==> images/placement_by_type.png <==
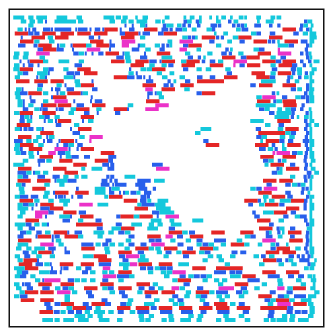
==> images/clk_routes.png <==
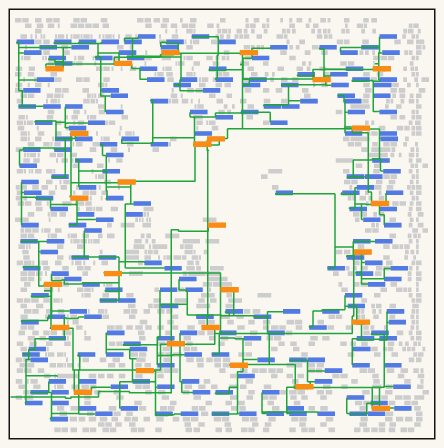
==> images/wires.png <==
Two of the layers only.
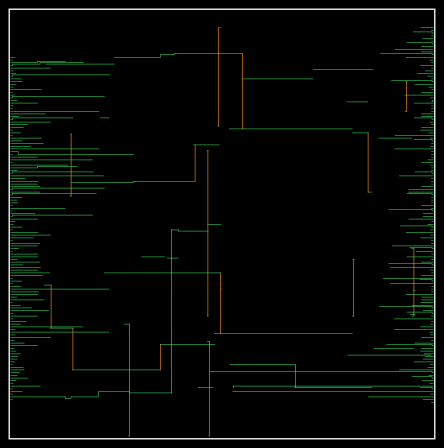
`src/rtl/mem_pkg.sv`:
```
// Shared constants and types for the instruction/data memory arbiter.
// Load/store one-hot encodings follow {lb,lh,lw,ld,lbu,lhu,lwu} and {sb,sh,sw,sd}.
package mem_pkg;

   localparam int XLEN = 64;

   localparam logic [6:0] LD_LB  = 7'b1000000;
   localparam logic [6:0] LD_LH  = 7'b0100000;
   localparam logic [6:0] LD_LW  = 7'b0010000;
   localparam logic [6:0] LD_LD  = 7'b0001000;
   localparam logic [6:0] LD_LBU = 7'b0000100;
   localparam logic [6:0] LD_LHU = 7'b0000010;
   localparam logic [6:0] LD_LWU = 7'b0000001;

   localparam logic [3:0] ST_SB = 4'b1000;
   localparam logic [3:0] ST_SH = 4'b0100;
   localparam logic [3:0] ST_SW = 4'b0010;
   localparam logic [3:0] ST_SD = 4'b0001;

   // Instruction fetches are always issued as 32-bit zero-extended loads.
   localparam logic [6:0] IFU_LD_TYPE = LD_LWU;

   typedef enum logic [1:0] {
      IDLE  = 2'd0,
      ISSUE = 2'd1,
      WAIT  = 2'd2,
      RESP  = 2'd3
   } state_t;

   typedef enum logic {
      OWN_IFU = 1'b0,
      OWN_LSU = 1'b1
   } owner_t;

endpackage

```
`src/rtl/mem_arb_pick.sv`:
```
// Requester selection with bounded LSU priority: the LSU wins ties until it
// has taken LSU_MAX_CONSEC grants in a row while a fetch was waiting.
module mem_arb_pick
   import mem_pkg::*;
#(
   parameter int LSU_MAX_CONSEC = 4
) (
   input  logic clk,
   input  logic rst_n,
   input  logic idle,
   input  logic ifu_valid,
   input  logic lsu_valid,
   output logic ifu_ready,
   output logic lsu_ready
);

   localparam int CW = (LSU_MAX_CONSEC < 1) ? 1 : $clog2(LSU_MAX_CONSEC + 1);

   logic [CW-1:0] lsu_cnt;
   logic          at_limit;

   assign at_limit = (lsu_cnt == CW'(LSU_MAX_CONSEC));

   // NOTE: every combinational output gets a default first so no latch is inferred.
   always_comb begin
      ifu_ready = 1'b0;
      lsu_ready = 1'b0;
      if (idle) begin
         if (lsu_valid && !(ifu_valid && at_limit))
            lsu_ready = 1'b1;
         else if (ifu_valid)
            ifu_ready = 1'b1;
      end
   end

   // A ready is only raised toward a valid requester, so ready alone marks a grant.
   // NOTE: state registers use non-blocking assignments so all flops update together.
   always_ff @(posedge clk or negedge rst_n) begin
      if (!rst_n) begin
         lsu_cnt <= '0;
      end else if (lsu_ready) begin
         if (!ifu_valid)
            lsu_cnt <= '0;
         else if (!at_limit)
            lsu_cnt <= lsu_cnt + 1'b1;
      end else if (ifu_ready) begin
         lsu_cnt <= '0;
      end
   end

endmodule

```
`src/rtl/mem_arbiter.sv`:
```
// Two-port (fetch / load-store) arbiter onto a single memory port with
// exactly one transaction in flight: IDLE -> ISSUE -> WAIT -> RESP -> IDLE.
module mem_arbiter
   import mem_pkg::*;
#(
   parameter int LSU_MAX_CONSEC = 4
) (
   input  logic            clk,
   input  logic            rst_n,
   input  logic            ifu_req_valid,
   output logic            ifu_req_ready,
   input  logic [XLEN-1:0] ifu_addr,
   output logic            ifu_rsp_valid,
   output logic [XLEN-1:0] ifu_rsp_data,
   input  logic            lsu_req_valid,
   output logic            lsu_req_ready,
   input  logic [XLEN-1:0] lsu_addr,
   input  logic [6:0]      lsu_ld_type,
   input  logic [3:0]      lsu_st_type,
   input  logic [XLEN-1:0] lsu_wdata,
   output logic            lsu_rsp_valid,
   output logic [XLEN-1:0] lsu_rsp_data,
   output logic            mem_req_valid,
   input  logic            mem_req_ready,
   output logic [XLEN-1:0] mem_addr,
   output logic [6:0]      mem_ld_type,
   output logic [3:0]      mem_st_type,
   output logic [XLEN-1:0] mem_wdata,
   input  logic            mem_rsp_valid,
   input  logic [XLEN-1:0] mem_rsp_data,
   output logic            busy
);

   state_t          state, state_n;
   owner_t          owner;
   logic [XLEN-1:0] addr_q, wdata_q, rdata_q;
   logic [6:0]      ld_q;
   logic [3:0]      st_q;
   logic            accept_ifu, accept_lsu;

   mem_arb_pick #(.LSU_MAX_CONSEC(LSU_MAX_CONSEC)) u_pick (
      .clk       (clk),
      .rst_n     (rst_n),
      .idle      (state == IDLE),
      .ifu_valid (ifu_req_valid),
      .lsu_valid (lsu_req_valid),
      .ifu_ready (ifu_req_ready),
      .lsu_ready (lsu_req_ready)
   );

   assign accept_ifu = ifu_req_valid && ifu_req_ready;
   assign accept_lsu = lsu_req_valid && lsu_req_ready;

   always_comb begin
      state_n       = state;
      mem_req_valid = 1'b0;
      ifu_rsp_valid = 1'b0;
      lsu_rsp_valid = 1'b0;
      ifu_rsp_data  = '0;
      lsu_rsp_data  = '0;
      case (state)
         IDLE:  if (accept_ifu || accept_lsu) state_n = ISSUE;
         ISSUE: begin
            mem_req_valid = 1'b1;
            if (mem_req_ready) state_n = WAIT;
         end
         WAIT:  if (mem_rsp_valid) state_n = RESP;
         RESP: begin
            state_n = IDLE;
            if (owner == OWN_LSU) begin
               lsu_rsp_valid = 1'b1;
               lsu_rsp_data  = rdata_q;
            end else begin
               ifu_rsp_valid = 1'b1;
               ifu_rsp_data  = rdata_q;
            end
         end
         default: state_n = IDLE;
      endcase
   end

   assign mem_addr    = addr_q;
   assign mem_ld_type = ld_q;
   assign mem_st_type = st_q;
   assign mem_wdata   = wdata_q;
   assign busy        = (state != IDLE);

   always_ff @(posedge clk or negedge rst_n) begin
      if (!rst_n) begin
         state   <= IDLE;
         owner   <= OWN_IFU;
         addr_q  <= '0;
         ld_q    <= '0;
         st_q    <= '0;
         wdata_q <= '0;
         rdata_q <= '0;
      end else begin
         state <= state_n;
         if (accept_lsu) begin
            owner   <= OWN_LSU;
            addr_q  <= lsu_addr;
            // A request carrying both a load and a store type is treated as a store.
            ld_q    <= (|lsu_st_type) ? 7'b0 : lsu_ld_type;
            st_q    <= lsu_st_type;
            wdata_q <= lsu_wdata;
         end else if (accept_ifu) begin
            owner   <= OWN_IFU;
            addr_q  <= ifu_addr;
            ld_q    <= IFU_LD_TYPE;
            st_q    <= '0;
            wdata_q <= '0;
         end
         if (state == WAIT && mem_rsp_valid)
            rdata_q <= (|st_q) ? '0 : mem_rsp_data;
      end
   end

endmodule

```
`config.mk`:
```
export PLATFORM = sky130hd
export DESIGN_NAME = mem_arbiter
export DESIGN_NICKNAME = d
export VERILOG_FILES = /design/src/rtl/mem_pkg.sv /design/src/rtl/mem_arb_pick.sv /design/src/rtl/mem_arbiter.sv
export SDC_FILE = /design/constraint.sdc
export NUM_CORES = 1
export LEC_CHECK = 0
export CAP_MARGIN = 20
export CORE_AREA = 2 2 212 214
export CTS_CLUSTER_SIZE = 10
export DETAILED_ROUTE_END_ITERATION = 12
export DIE_AREA = 0 0 214 216
export PLACE_DENSITY_LB_ADDON = 0.12
export SYNTH_ARGS = -nofsm -noshare
export SYNTH_HDL_FRONTEND = slang
export SYNTH_SLANG_ARGS = --single-unit
```
`constraint.sdc`:
```
create_clock -name clk -period 2.5 [get_ports clk]
set_clock_uncertainty 0.1 [all_clocks]
set_input_delay 0.375 -clock clk [delete_from_list [all_inputs] [get_ports clk]]
set_output_delay 0.375 -clock clk [all_outputs]
set_load 0.01 [all_outputs]
```
==> results.sh <==
# yosys + openroad results
export IMPL_drc=0
export IMPL_ff_type="dfrtp_1"
export IMPL_rsz0062_at_grt="yes"
export IMPL_firstDrtPassIters=4
export IMPL_synth_top_cell_area_share_pct=51.43
export IMPL_outcome="finished, final reports clean"
export IMPL_endpoint="ifu_rsp_data[34]"
export IMPL_ios=546
export IMPL_synth_cell_types=32
export IMPL_ys_chip_area_um2=10170
export IMPL_async_flop_share_pct=100.0
export IMPL_fillCellCount=4429
export IMPL_place_gp_congestion=0.7681
export IMPL_cts_tree="done"
export IMPL_synthTopCellsByCount="209 x dfrtp_1, 87 x nand2_1, 76 x inv_1, 76 x mux2i_1, 73 x mux2_2"
export IMPL_yosysTopAreaCell="dfrtp_1"
export IMPL_warnings=33
export IMPL_antenna_found_initial=4
export IMPL_die_h_um=216
export IMPL_reg2regPathDepth=8
export IMPL_startpoint="state[0]"
export IMPL_num_rows=77
export IMPL_finalHoldViolations=0
export IMPL_viasPerCell=4.224
export IMPL_syn_num_nets=1142
export IMPL_cts_sink_count=209
export IMPL_ys_cells=862
export IMPL_maxCapViolCount=0
export IMPL_period_used_pct=97.81
export IMPL_startpoint_type="register"
-- placement_by_type.png (at the start) --
[combinational and other logic] blue | cells: 587 | share of their area: 28%
[clock drivers and dummy loads] magenta | cells: 43 | share of their area: 5.3%
[remaining buffers and delay cells] cyan | cells: 580 | share of their area: 35%
[sequential cells] red | cells: 209 | share of their area: 32%
flop share of the area: 30.70%
design area: 17040 um^2
Core ar.: 43840 um^2

-- clk_routes.png (at the start) --
[flip-flops] blue | count: 209
[clock drivers] orange | count: 27
[clock wires] green | length: 3800 um
flops lie: widely spread
routed clock nets: 28
Clk pwr share: 21.1%
clk ins delay skew pair: 0.54 ns
clk pwr: 3870 uW

-- wires.png (at the start) --
[metal 4] orange | wire length: 613 um
[metal 3] green | wire length: 3710 um
vias: 8507
Total Routed Length: 40670 um
GRT Total Usage: 17.06%
Avg WL per Cell: 20.20 um

## cell usage in the layout, fill, tap and decap left out, types with 59 or more instances in the layout
cell type          n
mux2_2            73
dfrtp_1          209
dlygate4sd2_1     66
a22o_2            59
and3_1            64
and2_1            66
nand2_1           85
mux2i_1           76
clkdlybuf4s50_1  410
inv_1             74
## area by class of cell
type / count / area (um^2) / area share (%)
repair buffers: 580 / 5644 / 33.13
clock inverters: 2 / 35.03 / 0.2056
multi-input cells: 511 / 4262 / 25.01
clock buffers: 41 / 828.3 / 4.862
flip-flops and latches: 209 / 5230 / 30.70
diodes: 3 / 7.507 / 0.04406
inverters: 76 / 290.3 / 1.704
well taps: 592 / 740.7 / 4.348
## registers in the layout (all words and copies together) (netlist names)
name	flops
mem_addr	64
mem_ld_type	7
mem_st_type	4
mem_wdata	64
owner	1
rdata_q	64
state	2
u_pick.lsu_cnt	3
## cell families (layout without fill, tap and decap cells)
| logic type | after synthesis | after routing | share of synthesized area (%) |
|---|---|---|---|
| buffers and inverters | 142 | 699 | 7.346 |
| other | 0 | 3 | 0 |
| muxes | 199 | 199 | 21.10 |
| DFF | 209 | 209 | 51.43 |
| AOI/OAI and AO/OA | 77 | 77 | 7.223 |
| adders and majority gates | 7 | 7 | 0.8613 |
| and+or+nand+nor | 228 | 228 | 12.03 |
## how the worst min path moves through the flow
stage	from	to	slack [ns]	depth (start not counted)
3_5_place_dp	rst_n	rdata_q[8]	0.11	1
5_1_grt	rst_n	rdata_q[11]	0.14	2
6_report	rst_n	rdata_q[11]	0.15	2
4_1_cts	rst_n	rdata_q[11]	0.11	2
2_1_floorplan	rst_n	mem_addr[0]	-0.02	0
3_3_place_gp	rst_n	mem_addr[23]	0.11	1
## worst max-delay path, cell delays in order (launching register included)
cell	delay, ns
dfrtp_1	0.40
ha_4	0.20
nor2b_4	0.13
buf_12	0.15
buf_16	0.16
and2_1	0.16
clkdlybuf4s15_2	0.22
## through the flow
| step | setup TNS, ns | area (um^2) | total power, uW | setup WS [ns] |
|---|---|---|---|---|
| floorplan | 0 | 10170 | 9855 | 0.5955 |
| detailed placement | -0.002238 | 16290 | 14370 | -0.002238 |
| global route | -0.05237 | 17030 | 19570 | -0.05237 |
| finish | 0 | 17040 | 18340 | 0.05468 |
| global placement | 0 | 16290 | 14270 | 0.007911 |
| CTS | -0.2033 | 17220 | 18710 | -0.1307 |
## timing repair
item	CTS	global route
hold buffers	1	0
setup buffers	5	0
gates resized	281	49
pin swaps	1	1
endpoints found under the setup margin	134	47
endpoints found under the hold margin	209	0
cloned	4	1
## power by group
group	switching (uW)	internal, uW
Clock	1520	2340
Combinational	3760	4890
Sequential	939	4890
Total	6220	12100
## metal layers
metal | vias to the layer above | track usage [%] | share of wire, %
met5 | - | 0 | 0.057
met4 | 4 | 3.613 | 1.5
met3 | 43 | 6.314 | 9.1
met2 | 330 | 29.45 | 49
met1 | 4119 | 20.24 | 40
li1 | 4011 | - | -
Power figures rest on the tool's default switching activity, not on a simulated workload.
